==> run_1/gate_families.png <==
Drawn at 6 px/um.
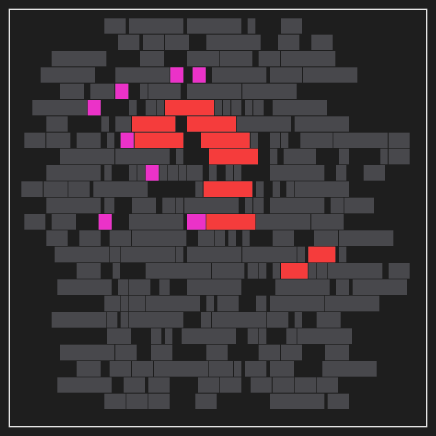
==> run_1/port_nets.png <==
Drawn at 4 px/um.
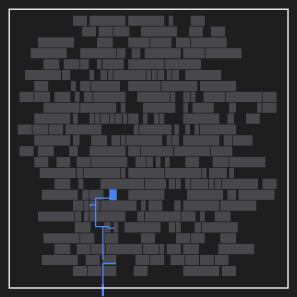
==> run_1/pins.png <==
Drawn at 6 px/um. Pins as bars across the die edge, other pins in gray.
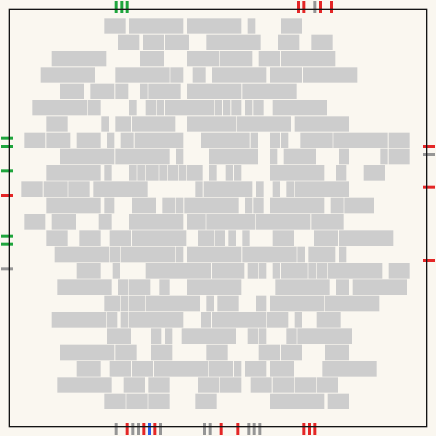
==> src/rtl/mul8_seq.sv <==
// Sequential 8x8 unsigned shift-add multiplier built around one shared 8-bit ripple adder.
// Optional build macro MUL8_EARLY_EXIT_EN: finish as soon as the remaining multiplier bits are zero.

// adder8: 8-bit ripple-carry adder.
// Latency: combinational.
// Backpressure: none.
module adder8 (
    input  logic [7:0] a,
    input  logic [7:0] b,
    input  logic       cin,
    output logic [7:0] s,
    output logic       cout
);
    logic [8:0] c;

    assign c[0] = cin;

    genvar i;
    generate
        for (i = 0; i < 8; i++) begin : g_fa
            assign s[i]   = a[i] ^ b[i] ^ c[i];
            assign c[i+1] = (a[i] & b[i]) | (c[i] & (a[i] ^ b[i]));
        end
    endgenerate

    assign cout = c[8];
endmodule

// mul8_seq: shift-add multiplier, one adder8 step per cycle.
// Latency: 8 cycles from accepted start to done (fewer with early exit).
// Backpressure: start is ignored while busy; result held in p until the next accept.
module mul8_seq #(
    parameter int DONE_PULSE = 1
) (
    input  logic        clk,
    input  logic        rst_n,
    input  logic        start,
    input  logic [7:0]  x,
    input  logic [7:0]  y,
    output logic        busy,
    output logic        done,
    output logic [15:0] p
);
    typedef enum logic [1:0] {
        S_IDLE = 2'd0,
        S_RUN  = 2'd1,
        S_DONE = 2'd2
    } state_t;

    state_t      state;
    state_t      state_nx;
    logic [7:0]  a;
    logic [7:0]  hi;
    logic [7:0]  lo;
    logic [2:0]  cnt;

    logic        accept;
    logic        finish;
    logic [7:0]  add_b;
    logic [7:0]  sum_s;
    logic        sum_c;
    logic [15:0] step_val;
    logic [15:0] final_val;

    assign accept = start && (state != S_RUN);
    assign add_b  = lo[0] ? a : 8'h00;

    adder8 u_add (
        .a    (hi),
        .b    (add_b),
        .cin  (1'b0),
        .s    (sum_s),
        .cout (sum_c)
    );

    // Carry lands in hi[7] on the shift, so the 16-bit product never overflows.
    assign step_val = {sum_c, sum_s, lo[7:1]};

`ifdef MUL8_EARLY_EXIT_EN
    logic [7:0]  rem_mask;
    logic        skip;
    logic [15:0] shifted;

    assign rem_mask  = 8'hFF >> cnt;
    assign skip      = ((lo & rem_mask) == 8'h00);
    assign shifted   = {hi, lo} >> (4'd8 - {1'b0, cnt});
    assign finish    = skip || (cnt == 3'd7);
    assign final_val = skip ? shifted : step_val;
`else
    assign finish    = (cnt == 3'd7);
    assign final_val = step_val;
`endif

    always_ff @(posedge clk or negedge rst_n) begin
        if (!rst_n) begin
            state <= S_IDLE;
        end else begin
            state <= state_nx;
        end
    end

    always_comb begin
        state_nx = state;
        case (state)
            S_IDLE: begin
                if (start) state_nx = S_RUN;
            end
            S_RUN: begin
                if (finish) state_nx = S_DONE;
            end
            S_DONE: begin
                if (start) begin
                    state_nx = S_RUN;
                end else if (DONE_PULSE != 0) begin
                    state_nx = S_IDLE;
                end
            end
            default: state_nx = S_IDLE;
        endcase
    end

    always_ff @(posedge clk or negedge rst_n) begin
        if (!rst_n) begin
            a    <= 8'h00;
            hi   <= 8'h00;
            lo   <= 8'h00;
            cnt  <= 3'd0;
            done <= 1'b0;
            p    <= 16'h0000;
        end else if (accept) begin
            a    <= x;
            hi   <= 8'h00;
            lo   <= y;
            cnt  <= 3'd0;
            done <= 1'b0;
        end else if (state == S_RUN) begin
            {hi, lo} <= step_val;
            cnt      <= cnt + 3'd1;
            if (finish) begin
                p    <= final_val;
                done <= 1'b1;
            end
        end else if ((state == S_DONE) && (DONE_PULSE != 0)) begin
            done <= 1'b0;
        end
    end

    assign busy = (state == S_RUN);
endmodule
==> config.mk <==
export PLATFORM = sky130hd
export DESIGN_NAME = mul8_seq
export DESIGN_NICKNAME = d
export VERILOG_FILES = /design/src/rtl/mul8_seq.sv
export SDC_FILE = /design/constraint.sdc
export NUM_CORES = 1
export LEC_CHECK = 0
export CORE_UTILIZATION = 47
export CTS_BUF_LIST = sky130_fd_sc_hd__clkbuf_16
export DETAILED_ROUTE_END_ITERATION = 6
export PLACE_DENSITY = 0.75
export SETUP_SLACK_MARGIN = 0.5
export SLEW_MARGIN = 20
export SYNTH_ARGS = -nofsm -noshare
export SYNTH_HDL_FRONTEND = slang
export SYNTH_HIERARCHICAL = 1
export SYNTH_SLANG_ARGS = --single-unit
==> constraint.sdc <==
create_clock -name clk -period 3.5 [get_ports clk]
set_input_delay 0.7 -clock clk [delete_from_list [all_inputs] [get_ports clk]]
set_output_delay 0.7 -clock clk [all_outputs]
set_load 0.02 [all_outputs]
==> results.txt, run 1 <==
Purpose: to document the outcome of synthesis and place and route.

Floorplanning
The area of the chip is 4800 sq um. The floorplan step set the die width to 69.3 um. During I/O placement, the number of pins put on the boundary was 37. The pre-placement core utilization is 48.9%.

The number of rows created at floorplan is 24. The vertical die dimension is 69.3 um.

Synth
For reference, the post-synthesis area per instance comes to 12.3 sq um. Yosys reported a register bit count of 46. The net count entering floorplan is 202. Counting flops with a built-in enable in the synthesized netlist gives 0. The sequential fraction of the synthesis area is 54.1%.

The fraction of registers with async set or reset after synthesis is 100%. The most used flip-flop cell after synthesis is dfrtp_1. For this run, the number of Yosys warnings is 6.

The chip area from the yosys synthesis statistics is 2130 sq um. Per the post-synthesis report, the number of cells in the design is 173. After synthesis, the design contains 173 cells according to Yosys. The distinct cell type count of the synthesized netlist is 22.

The mapped netlist covers 2130 sq um.

Final layout
The diode insertion count for antenna repair is 0. The non-filler instance count after layout is 265. The finished design was reported to have a net count of 241. Per the final layout report, the fraction of cells sized above drive strength 1 comes to 23.9%. The growth of design area from synthesis to finish is 27.7%. The dominant logic cell type in the layout is dfrtp_1.

Placed design
The weighted congestion reported at the end of routability-driven placement is 0.752. The final HPWL from detailed placement is 2.44 mm. Setup slack on the worst path after placement came out at -0.224 ns. The port buffer count is 36. The post-placement cell count is 256.

Global routing
The layer flagged by global routing as most heavily used is met2. For met3 alone, demand over resource in global routing was 4.07%. The via count of the first global-routing pass came to 1348. The pin count of the biggest net entering global routing is 47. Total global-route track usage over all layers is 16.8%. For met2 alone, demand over resource in global routing was 25.4%. The first global-routing pass estimated 6.24 mm of wire. The global routing report lists met1 layer usage as 22.9%. The overflow left after global routing is 0. The number of antenna violations at the first check in global routing was 0.

Outcome
The run finished, with violations left. The final reports fail on negative setup slack.

Routing
Dividing the detail-routed wire length by the instance count gives 13.7 um. The detailed-router iteration count before antenna repair is 4. Once detail routing completed, the nets flagged for antenna violations numbered 0. The detailed router's first-iteration violation count is 73. The wire length after detailed routing is 3.63 mm.

Summing over every cut layer, the via total after detailed routing is 1313. The post-route DRC violation count is 0.

STA
The worst clock skew is 0.00426 ns. The worst setup margin is -0.128 ns. The time the final worst path needs with I/O delays and setup is 3.63 ns.

Per the final report, max-transition violations number 0. The final setup violation count is 3. The highest attainable clock frequency is 0.276 GHz. The number of hold-slack violations in the final timing report is 0. Setup total negative slack on the finished layout was measured at -0.247 ns.

The worst path uses 104% of the clock period.

Setup path
STA lists the maximum fanout along the critical path as 2. The signal arrival time at the worst endpoint is 3.84 ns. The kind of critical path is flop to flop. STA classifies the critical path endpoint as a flop.

Clock network
The CTS tree is yes. Per the TritonCTS log, the buffer count is 5. The number of clock sinks is 46. The buffer depth of the longest clock path is 2.

In this run the number of H-tree levels came out at 2. The cell at the root of the clock tree is clkbuf_16. The insertion delay of the later-clocked pin in the worst-skew pair is 0.28 ns. The clock slew seen by the registers of the worst setup and hold paths is 0.06 ns.

Min path
The path category of the worst min-delay check is primary input to asynchronous set/reset pin.

Power and ir drop
The report lists the power per cell area as 919 nW/um^2. The final total power is 2.50 mW. The standby leakage power is 1.26 nW.

Run
The number of warnings in the stage logs is 29.
-- gate_families.png (at the start) --
| family | color | cells |
|---|---|---|
| AND and OR gates | magenta | 8 |
| adder and majority cells | red | 10 |

-- port_nets.png (at the start) --
| port | color | direction | end cells | buffers | wire |
|---|---|---|---|---|---|
| busy | blue | output | 1 | 1 | 34.5 um |

-- pins.png (at the start) --
| port | color | pins | direction | edge |
|---|---|---|---|---|
| busy | blue | 1 | output | south |
| x | green | 8 | input | 5 west, 3 north |
| p | red | 16 | output | 8 south, 4 north, 3 east, 1 west |

run 1: metrics by stage:
stage	area [sq um]	utilization (%)
3_5_place_dp	2540	58.4
5_1_grt	2720	62.4
6_report	2720	62.4
3_3_place_gp	2540	58.4
4_1_cts	2710	62.2
2_1_floorplan	2150	-
run 1: registers in the layout (all words and copies together) (netlist names):
signal  cells
done        1
a           8
lo          8
p          16
cnt         3
hi          8
state       2
run 1: power by group:
group | leakage (nW) | switching, mW | internal, mW
sequential | 0.568 | 0.148 | 0.776
combinational | 0.611 | 0.512 | 0.541
clock | 0.0812 | 0.188 | 0.334
total | 1.26 | 0.848 | 1.65
run 1: cells by family (layout without fill, tap and decap cells):
group	after synthesis	after routing	share of synthesized area (%)
AOI/OAI and AO/OA	21	21	4.99
adders and majority gates	10	10	8.70
buffers and inverters	21	61	4.52
DFF	46	46	54.1
muxes	33	33	18.3
other	1	1	0.176
and+or+nand+nor	41	41	9.22
run 1: cells in the mapped netlist (all sizes together) (2+ instances only):
cell type | n | area share (%)
nand2b | 2 | 0.94
ha | 2 | 1.2
and2 | 8 | 2.4
inv | 13 | 2.3
buf | 6 | 1.8
o21ai | 19 | 4.5
mux2i | 9 | 4.2
dfrtp | 46 | 54
nand2 | 31 | 5.9
fa | 8 | 7.5
mux2 | 24 | 14
run 1: layout make-up:
cell class                      instances  area, sq um
Fill cell                             319         1640
Sequential cell                        46         1150
Multi-Input combinational cell        106          902
Timing Repair Buffer                   39          380
Clock buffer                            5          125
Tap cell                               52         65.1
Inverter                               14         53.8
Clock inverter                          3         41.3
run 1: path summary, 6_finish.rpt:
| path | startpoint | cells past startpoint | slack, ns | endpoint |
|---|---|---|---|---|
| max | lo[0] | 15 | -0.13 | hi[6] |
| min | rst_n | 1 | 0.41 | p[1] |
| max reg2reg | lo[0] | 15 | -0.13 | hi[6] |
| min reg2reg | cnt[0] | 1 | 0.48 | cnt[0] |
| max in group asynchronous | rst_n | 1 | 2.70 | p[7] |
| min in group clk | cnt[0] | 1 | 0.48 | cnt[0] |
run 1: what timing repair did:
action,in CTS,in global routing
endpoints found under the setup margin,8,7
pin swaps,9,0
hold buffers,0,0
buffers inserted,0,1
gates resized,0,1
run 1: metal layers:
metal	part of all wire, %	vias up
li1	-	637
met1	47	647
met4	0.94	0
met3	3.8	2
met5	0	-
met2	49	27
run 1: worst max-delay path, cell delays in order (launching register included):
cell and delay (ns):
dfrtp_1 0.39, and2_4 0.15, fa_2 0.35, inv_2 0.06, fa_2 0.18, inv_2 0.04, fa_2 0.33, fa_2 0.34
fa_2 0.34, fa_2 0.34, fa_2 0.34, inv_2 0.06, fa_1 0.43, inv_2 0.07, nand2_1 0.04, o21ai_1 0.09
==> run_1/final_placement.png <==
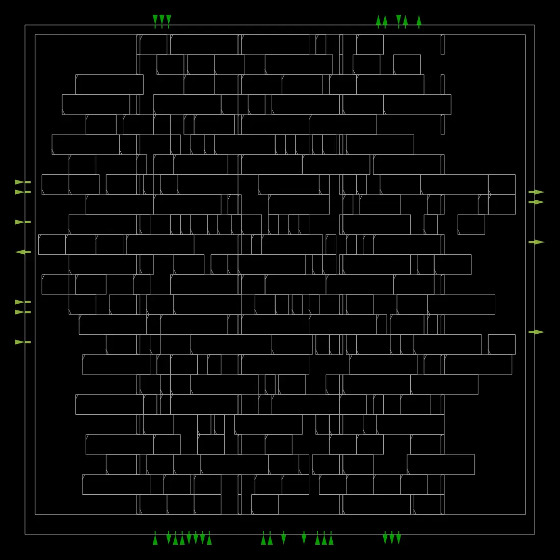

--- run 2 (diff from run 1) ---
--- a/config.mk
+++ b/config.mk
@@ -5,10 +5,10 @@
 export SDC_FILE = /design/constraint.sdc
 export NUM_CORES = 1
 export LEC_CHECK = 0
-export CORE_UTILIZATION = 47
+export CORE_UTILIZATION = 56
 export CTS_BUF_LIST = sky130_fd_sc_hd__clkbuf_16
 export DETAILED_ROUTE_END_ITERATION = 6
-export PLACE_DENSITY = 0.75
+export PLACE_DENSITY = 0.84
 export SETUP_SLACK_MARGIN = 0.5
 export SLEW_MARGIN = 20
 export SYNTH_ARGS = -nofsm -noshare
==> constraint.sdc (replaced) <==
create_clock -name clk -period 4.43 [get_ports clk]
set_input_delay 0.886 -clock clk [delete_from_list [all_inputs] [get_ports clk]]
set_output_delay 0.886 -clock clk [all_outputs]
set_load 0.02 [all_outputs]
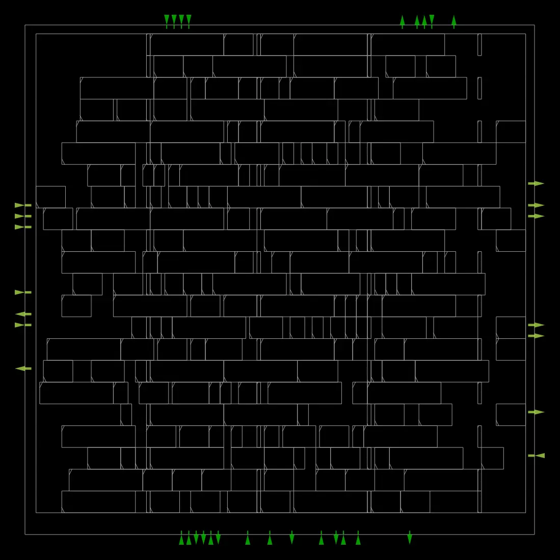
(run_2/final_placement.png)
total number of placement rows: 22
Flops: 46

==> run 2 against run 1 <==
  * The run now ends clean
  * Cell count down 2.6%
  * Critical endpoint unchanged
  * Sequential cell count unchanged
  * Clock skew down 0.0015 ns
  * Highest routed layer unchanged
  * Register-to-register slack better by 0.82 ns
  * Fmax down 2.8%
  * Sequential share of layout area up 1.0 points
==> results.txt, run 2 <==
Purpose: to document the outcome of synthesis and place and route.

Power and ir drop
The design internal power is 1.23 mW (-26%). The fraction of power consumed by combinational cells is 43.5% (+1.4 points). The power share of the clock group came to 17.9% (-3.0 points). The fraction of power spent switching nets is 35.3% (+1.3 points). The standby leakage power was 1.24 nW (-1.2%).

Clock network
The TritonCTS buffer count is 5 (unchanged). The number of clock sinks is 46 (unchanged). The insertion delay of the later-clocked pin in the worst-skew pair is 0.28 ns (about the same).

TritonCTS built the clock tree. The clock slew seen by the registers of the worst setup and hold paths is 0.06 ns (about the same).

Synth
The mean cell area of the mapped netlist is 12.3 sq um (unchanged). The main area contributors are dfrtp_1, mux2_2, fa_1. The cell type with the highest aggregate area in the netlist is dfrtp_1.

The cell count in the Yosys report was 173 (unchanged). The chip area from the yosys synthesis statistics is 2130 sq um (unchanged). The synthesis stats list as the most numerous cell dfrtp_1. The combined area of all synthesized cells is 2130 sq um (unchanged). Yosys reports that the most numerous cell types are dfrtp_1, nand2_1, o21ai_0, mux2_2, inv_1. The sequential fraction of the synthesis area came to 54.1% (unchanged). The fraction of registers with async set or reset after synthesis is 100% (unchanged).

The share of Yosys cell area claimed by the top area cell type came to 54.1% (unchanged).

Floorplanning
The width of the chip is 63.7 um (-8.1%). The I/O pin total is 37 (unchanged). The pre-placement core utilization is 58.2% (+9.3 points).

Setup path
The slowest cell on the critical path is fa_1. The signal on the critical path passes through and2_1, fa_1, inv_1, fa_1, inv_1, fa_2, fa_2, fa_2, fa_2, fa_1, inv_1, fa_1, inv_2, nand2_1, o21ai_1. The signal arrival time at the worst endpoint was 3.92 ns (+0.08 ns). The worst path buffer plus inverter count is 4 (unchanged).

Final layout
The diode insertion count for antenna repair was 0 (unchanged). The number of filler instances in the final layout is 246 (-23%).

Routing
The detailed router's first-iteration violation count is 37 (-49%). The count of nets left with antenna violations after detail routing is 0 (unchanged). The wire length per cell after detailed routing came to 14.6 um (+6.8%).

The detailed-router iteration count before antenna repair came to 4 (unchanged). The count of vias placed by the detailed router is 1364 (+3.9%). The wire length after detailed routing is 3.77 mm (+4.0%).

STA
The worst clock skew came to 0.00273 ns (-0.00153 ns). The number of hold-slack violations in the final timing report is 0 (unchanged). The highest attainable clock frequency came to 0.268 GHz (-2.8%). The time the final worst path needs with I/O delays and setup is 3.73 ns (+0.105 ns).

Placed design
The weighted congestion reported at the end of routability-driven placement is 0.807 (+7.3%).

Outcome
The flow ran to the end, and the final reports show no timing, DRC or antenna violations.

Run
The number of warnings in the stage logs came to 26 (-10%).

Global routing
The wire length of the first global-routing pass is 6.51 mm (+4.3%). The number of antenna violations at the first check in global routing was 0 (unchanged). The via count of the first global-routing pass is 1417 (+5.1%).
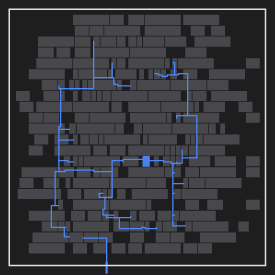
(run_2/port_nets.png)
Drawn at 4 px/um.
| port | color | direction | end cells | buffers | wire |
|---|---|---|---|---|---|
| busy | blue | output | 1 | 1 | 248 um |

[run 2: cell counts after synthesis]
No cell type changed its count.
[run 2: worst paths after layout]
path	endpoint	slack, ns	startpoint	cells after the start
max	hi[6]	0.70	lo[0]	15
min in group asynchronous	lo[6]	0.59	rst_n	1
min reg2reg	a[4]	0.50	a[4]	1
max reg2reg	hi[6]	0.70	lo[0]	15
max in group asynchronous	lo[0]	3.40	rst_n	1
min	a[4]	0.50	a[4]	1
[run 2: through the flow]
| stage | utilization (%) | worst slack [ns] | total power, mW | area, sq um |
|---|---|---|---|---|
| global placement | 68.4 | 0.560 | 1.49 | 2500 |
| global route | 72.6 | 0.541 | 2.02 | 2660 |
| finish | 72.6 | 0.697 | 1.89 | 2660 |
| floorplan | - | 0.659 | 1.25 | 2130 |
| CTS | 72.3 | 0.543 | 1.90 | 2650 |
| detailed placement | 68.4 | 0.442 | 1.54 | 2500 |
[run 2: power groups by stage]
stage / Sequential, mW / Combinational, mW / Clock (mW)
3_5_place_dp: 0.744 / 0.799 / 0
6_report: 0.732 / 0.824 / 0.338
3_3_place_gp: 0.730 / 0.760 / 0
2_1_floorplan: 0.797 / 0.458 / 0
5_1_grt: 0.753 / 0.907 / 0.363
4_1_cts: 0.733 / 0.816 / 0.347
[run 2: routing by layer]
| metal | wire (um) | track usage (%) |
|---|---|---|
| met5 | 0 | 0 |
| met4 | 82 | 8.52 |
| met3 | 130 | 5.07 |
| met2 | 1970 | 35.5 |
| met1 | 1590 | 27.1 |
[run 2: worst reg2reg max path: stages, from the launching register on]
cell     delay (ns)
dfrtp_2        0.39
and2_1         0.15
fa_1           0.38
inv_1          0.08
fa_1           0.16
inv_1          0.05
fa_2           0.33
fa_2           0.34
fa_2           0.35
fa_2           0.35
fa_1           0.36
inv_1          0.07
fa_1           0.41
inv_2          0.06
nand2_1        0.04
o21ai_1        0.10
[run 2: kinds of logic (layout without fill, tap and decap cells)]
logic type | count (synthesis) | in the layout | synth area share (%)
AND-OR/OR-AND | 21 | 21 | 4.99
adder cells (fa/ha/maj) | 10 | 10 | 8.70
buffers and inverters | 21 | 58 | 4.52
flip-flops | 46 | 46 | 54.1
multiplexers | 33 | 33 | 18.3
other | 1 | 1 | 0.176
AND/OR/NAND/NOR | 41 | 41 | 9.22
[run 2: timing repair]
item	4_1_cts	5_1_grt
resized	2	5
buffers inserted	1	0
hold buffers	0	0
setup endpoints to repair	2	2
[run 2: area by class of cell]
type | count | area, sq um | share of cell area [%]
Timing Repair Buffer | 37 | 365 | 13.8
Multi-Input combinational cell | 106 | 892 | 33.6
Clock buffer | 5 | 125 | 4.71
Inverter | 14 | 53.8 | 2.03
Tap cell | 48 | 60.1 | 2.26
Clock inverter | 2 | 7.51 | 0.283
Sequential cell | 46 | 1150 | 43.4
==> run_2/gate_families.png <==
Drawn at 8 px/um.
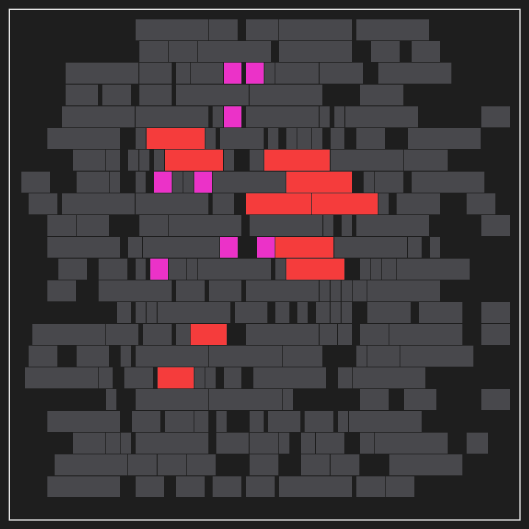

--- run 3 (diff from run 2) ---
--- a/config.mk
+++ b/config.mk
@@ -5,10 +5,10 @@
 export SDC_FILE = /design/constraint.sdc
 export NUM_CORES = 1
 export LEC_CHECK = 0
-export CORE_UTILIZATION = 56
+export CORE_UTILIZATION = 47
 export CTS_BUF_LIST = sky130_fd_sc_hd__clkbuf_16
 export DETAILED_ROUTE_END_ITERATION = 6
-export PLACE_DENSITY = 0.84
+export PLACE_DENSITY = 0.75
 export SETUP_SLACK_MARGIN = 0.5
 export SLEW_MARGIN = 20
 export SYNTH_ARGS = -nofsm -noshare
==> constraint.sdc (replaced) <==
create_clock -name clk -period 3.25 [get_ports clk]
set_input_delay 0.65 -clock clk [delete_from_list [all_inputs] [get_ports clk]]
set_output_delay 0.65 -clock clk [all_outputs]
set_load 0.02 [all_outputs]
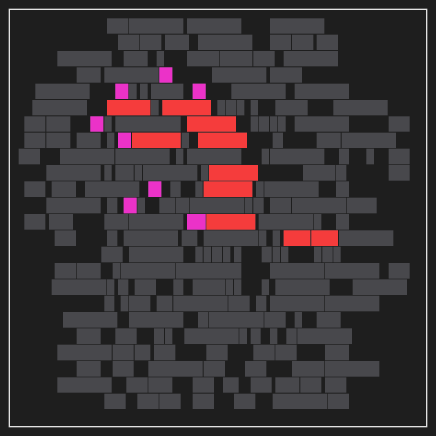
(run_3/gate_families.png)
Drawn at 6 px/um.
| family | color | cells |
|---|---|---|
| AND and OR gates | magenta | 8 |
| adder and majority cells | red | 10 |

==> run 3 against run 2 <==
  * The flow now finishes with violations (negative setup slack)
  * Sequential share of layout area fell by 1.6 points
  * Non-clock buffer count rose by 3
  * Via count fell by 2.9%
  * First-iteration DRC count rose by 130%
  * Utilization fell by 9.3 points
  * Cell count rose by 3.1%
  * Synthesized cell count did not move
  * Largest power group unchanged
==> results.txt, run 3 <==
Purpose: to document the outcome of synthesis and place and route.

Run
The number of warnings in the stage logs came to 29 (+12%).

Power and ir drop
The design internal power is 1.86 mW (+52%). The standby leakage power was 1.28 nW (+2.8%). The power density over the cells is 1010 nW/um^2. The power share of the clock group is 23.1% (+5.2 points).

The net switching power figure is 0.920 mW. The fraction of power spent switching nets was 33.1% (-2.2 points). The fraction of power consumed by combinational cells is 41.0% (-2.5 points).

Routing
The wire length per cell after detailed routing is 13.9 um (-5.0%). The count of vias placed by the detailed router is 1324 (-2.9%). The count of nets left with antenna violations after detail routing is 0 (unchanged). The detailed router's first-iteration violation count came to 84 (+130%). The wire length after detailed routing is 3.70 mm (-2.0%). The detailed-router iteration count before antenna repair is 4 (unchanged).

Floorplanning
The width of the chip was 69.3 um (+8.9%). The number of rows created at floorplan came to 24 (+9.1%). The I/O pin total is 37 (unchanged).

The area of the core region is 4350 sq um. The pre-placement core utilization came to 48.9% (-9.3 points). The die is 69.3 um tall.

Synth
For reference, the top cells by area after synthesis are dfrtp_1, mux2_2, fa_1. Sorting the Yosys area breakdown by cell type puts at the top dfrtp_1. After technology mapping, the gate count stands at 173.

The combined area of all synthesized cells is 2130 sq um (unchanged). The sequential fraction of the synthesis area is 54.1% (unchanged). The most instantiated flip-flop cell in the synthesis netlist is dfrtp_1.

The number of synthesized flops with an enable pin is 0. Synthesis produced a netlist with a net count of 202. The cell count in the Yosys report was 173 (unchanged). By count the netlist is led by dfrtp_1, nand2_1, o21ai_0, mux2_2, inv_1.

The share of Yosys cell area claimed by the top area cell type came to 54.1% (unchanged). The mean cell area of the mapped netlist is 12.3 sq um (unchanged). The leading cell type by number of instances after synthesis is dfrtp_1. The fraction of registers with async set or reset after synthesis is 100% (unchanged).

The chip area from the yosys synthesis statistics is 2130 sq um (unchanged). Yosys printed 6 warnings.

Global routing
Entering global routing, the biggest net connects 47 pins. The met2 usage in global routing is 26.0% (-9.5 points). The wire length of the first global-routing pass is 6.33 mm (-2.6%). The number of antenna violations at the first check in global routing is 0 (unchanged).

The via count of the first global-routing pass is 1320 (-6.8%). Global route summary, busiest routing layer listed as met2. The met1 track demand over resource is 23.1% (-4.0 points). The met3 track demand over resource in global routing is 4.80% (-0.28 points).

Clock network
The hold-fix buffer count after cts came to 0 (unchanged). The clock slew seen by the registers of the worst setup and hold paths is 0.06 ns (about the same). TritonCTS built the clock tree. CTS reports a maximum clock tree buffer depth of 2.

The TritonCTS buffer count is 5 (unchanged). The number of clock sinks is 46 (unchanged). The number of H-tree levels is 2.

The insertion delay of the later-clocked pin in the worst-skew pair is 0.29 ns (about the same).

Outcome
The checks that failed: negative setup slack. The run finished, with violations left.

STA
The worst setup margin came to -0.359 ns (-1.06 ns). The time the final worst path needs with I/O delays and setup is 3.61 ns (-0.124 ns). The worst clock skew is 0.00535 ns (+0.00261 ns). The final timing report counts setup violations totalling 6. The number of hold-slack violations in the final timing report is 0 (unchanged).

The highest attainable clock frequency is 0.277 GHz (+3.4%). The ratio of final minimum period to clock period is 111%.

Final layout
The diode insertion count for antenna repair is 0 (unchanged). The core utilization of the finished layout is 63.2% (-9.3 points). The net count of the finished layout is 242. Once layout is complete, the cells apart from fillers number 266. The register with the most flip-flops is p. The layout summary lists the proportion of cells stronger than drive strength 1 as 24.3%.

Placed design
The port buffer count is 36. The weighted congestion reported at the end of routability-driven placement is 0.755 (-6.5%). The HPWL after detailed placement is 2.45 mm.

The post-placement cell count is 257.

Setup path
The signal arrival time at the worst endpoint is 3.82 ns (-0.10 ns). STA classifies the critical path startpoint as a flop. The required time at the worst endpoint is listed as 3.46 ns. The largest fanout on the critical path is 2.
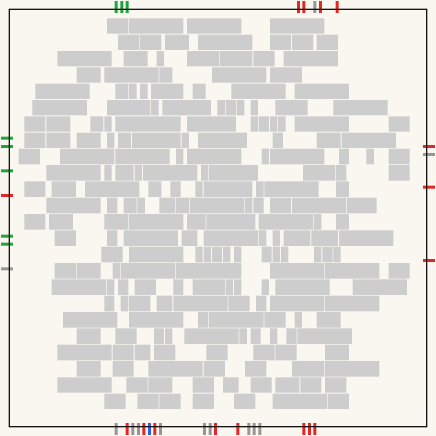
(run_3/pins.png)
Drawn at 6 px/um. Pins as bars across the die edge, other pins in gray.
| port | color | pins | direction | edge |
|---|---|---|---|---|
| busy | blue | 1 | output | south |
| x | green | 8 | input | 5 west, 3 north |
| p | red | 16 | output | 8 south, 4 north, 3 east, 1 west |

run 3: cell counts after synthesis:
Identical to the previous run, type by type.
run 3: final timing paths:
| check | start | to | slack, ns | cells past startpoint |
|---|---|---|---|---|
| max in group asynchronous | rst_n | hi[6] | 2.52 | 1 |
| min in group clk | cnt[0] | cnt[0] | 0.48 | 1 |
| worst max register to register | lo[0] | hi[6] | -0.36 | 15 |
| worst max-delay path | lo[0] | hi[6] | -0.36 | 15 |
| worst min-delay path | rst_n | lo[4] | 0.36 | 1 |
| worst min register to register | cnt[0] | cnt[0] | 0.48 | 1 |
run 3: logic make-up after synthesis:
| logic type | after synthesis | share of synthesized area [%] |
|---|---|---|
| AOI/OAI and AO/OA | 21 | 4.99 |
| adders and majority gates | 10 | 8.70 |
| buffers and inverters | 21 | 4.52 |
| DFF | 46 | 54.1 |
| muxes | 33 | 18.3 |
| other | 1 | 0.176 |
| and+or+nand+nor | 41 | 9.22 |
run 3: cell type report:
cell class                 count  area, sq um
inverter                      14         53.8
timing repair buffer          40          388
clock inverter                 3         63.8
multi-input combinational    106          906
sequential                    46         1150
fill                         345         1600
clock buffer                   5          125
tap                           52         65.1
run 3: routing by layer:
| metal | vias up | wire length, um |
|---|---|---|
| met3 | 5 | 111 |
| li1 | 643 | - |
| met5 | - | 0 |
| met2 | 21 | 1830 |
| met4 | 0 | 46 |
| met1 | 655 | 1710 |
run 3: power groups by stage:
stage	logic, mW	registers [mW]	clock network [mW]
after global placement	1.11	0.996	0
after global routing	1.26	1.03	0.679
after CTS	1.14	1.00	0.656
after detailed placement	1.13	1.01	0
final	1.14	0.997	0.643
after floorplan	0.651	1.09	0
run 3: repair_timing:
item	4_1_cts	5_1_grt
resized	1	0
pin swaps	7	0
hold endpoints to repair	0	0
buffers inserted	0	1
setup endpoints to repair	8	8
run 3: through the flow:
step                      setup TNS, ns  cell area, sq um  total power, mW  worst slack, ns  hold slack, ns
after floorplan                  -0.992              2150             1.74           -0.315           0.354
after detailed placement          -1.84              2550             2.14           -0.464           0.477
after CTS                         -1.14              2740             2.80           -0.378           0.485
final                             -1.07              2750             2.78           -0.359           0.363
after global placement            -1.67              2550             2.11           -0.421           0.474
after global routing              -1.78              2750             2.97           -0.497           0.406
run 3: critical path: stages (launching register included):
cell and delay, ns:
dfrtp_1 0.37, and2_4 0.16, fa_2 0.33, inv_2 0.06
fa_2 0.18, inv_2 0.04, fa_2 0.33, fa_2 0.35
fa_2 0.34, fa_2 0.34, fa_2 0.34, inv_2 0.06
fa_1 0.41, inv_1 0.08, nand2_1 0.07, o21ai_2 0.08

==> screenshots <==
Cell sizes after repair.
(a)
Drawn at 6 px/um.
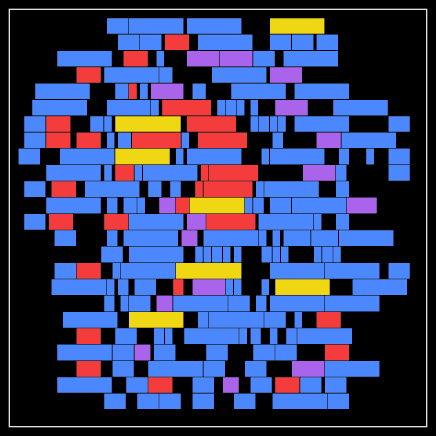
(b)
Drawn at 8 px/um.
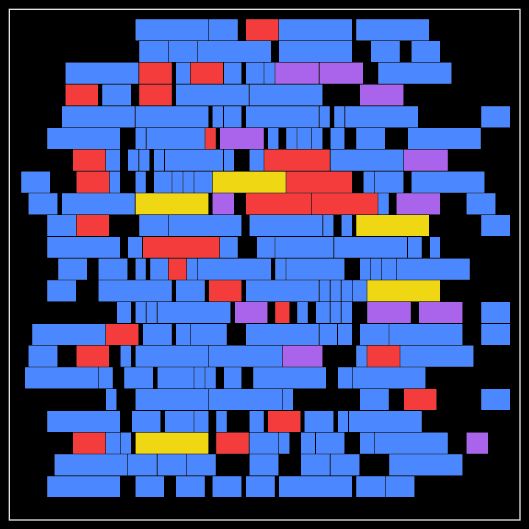
| from | picture |
|---|---|
| run 3 | (a) |
| run 2 | (b) |
The one with the largest die is (a).

Key to (a):
| size | color | cells | share |
|---|---|---|---|
| drive 2 | red | 29 | 14% |
| drive 1 or less | blue | 162 | 76% |
| drive 3 to 4 | purple | 16 | 7.5% |
| drive 6 and up | yellow | 7 | 3.3% |

Power is estimated from default activity; no workload was simulated.
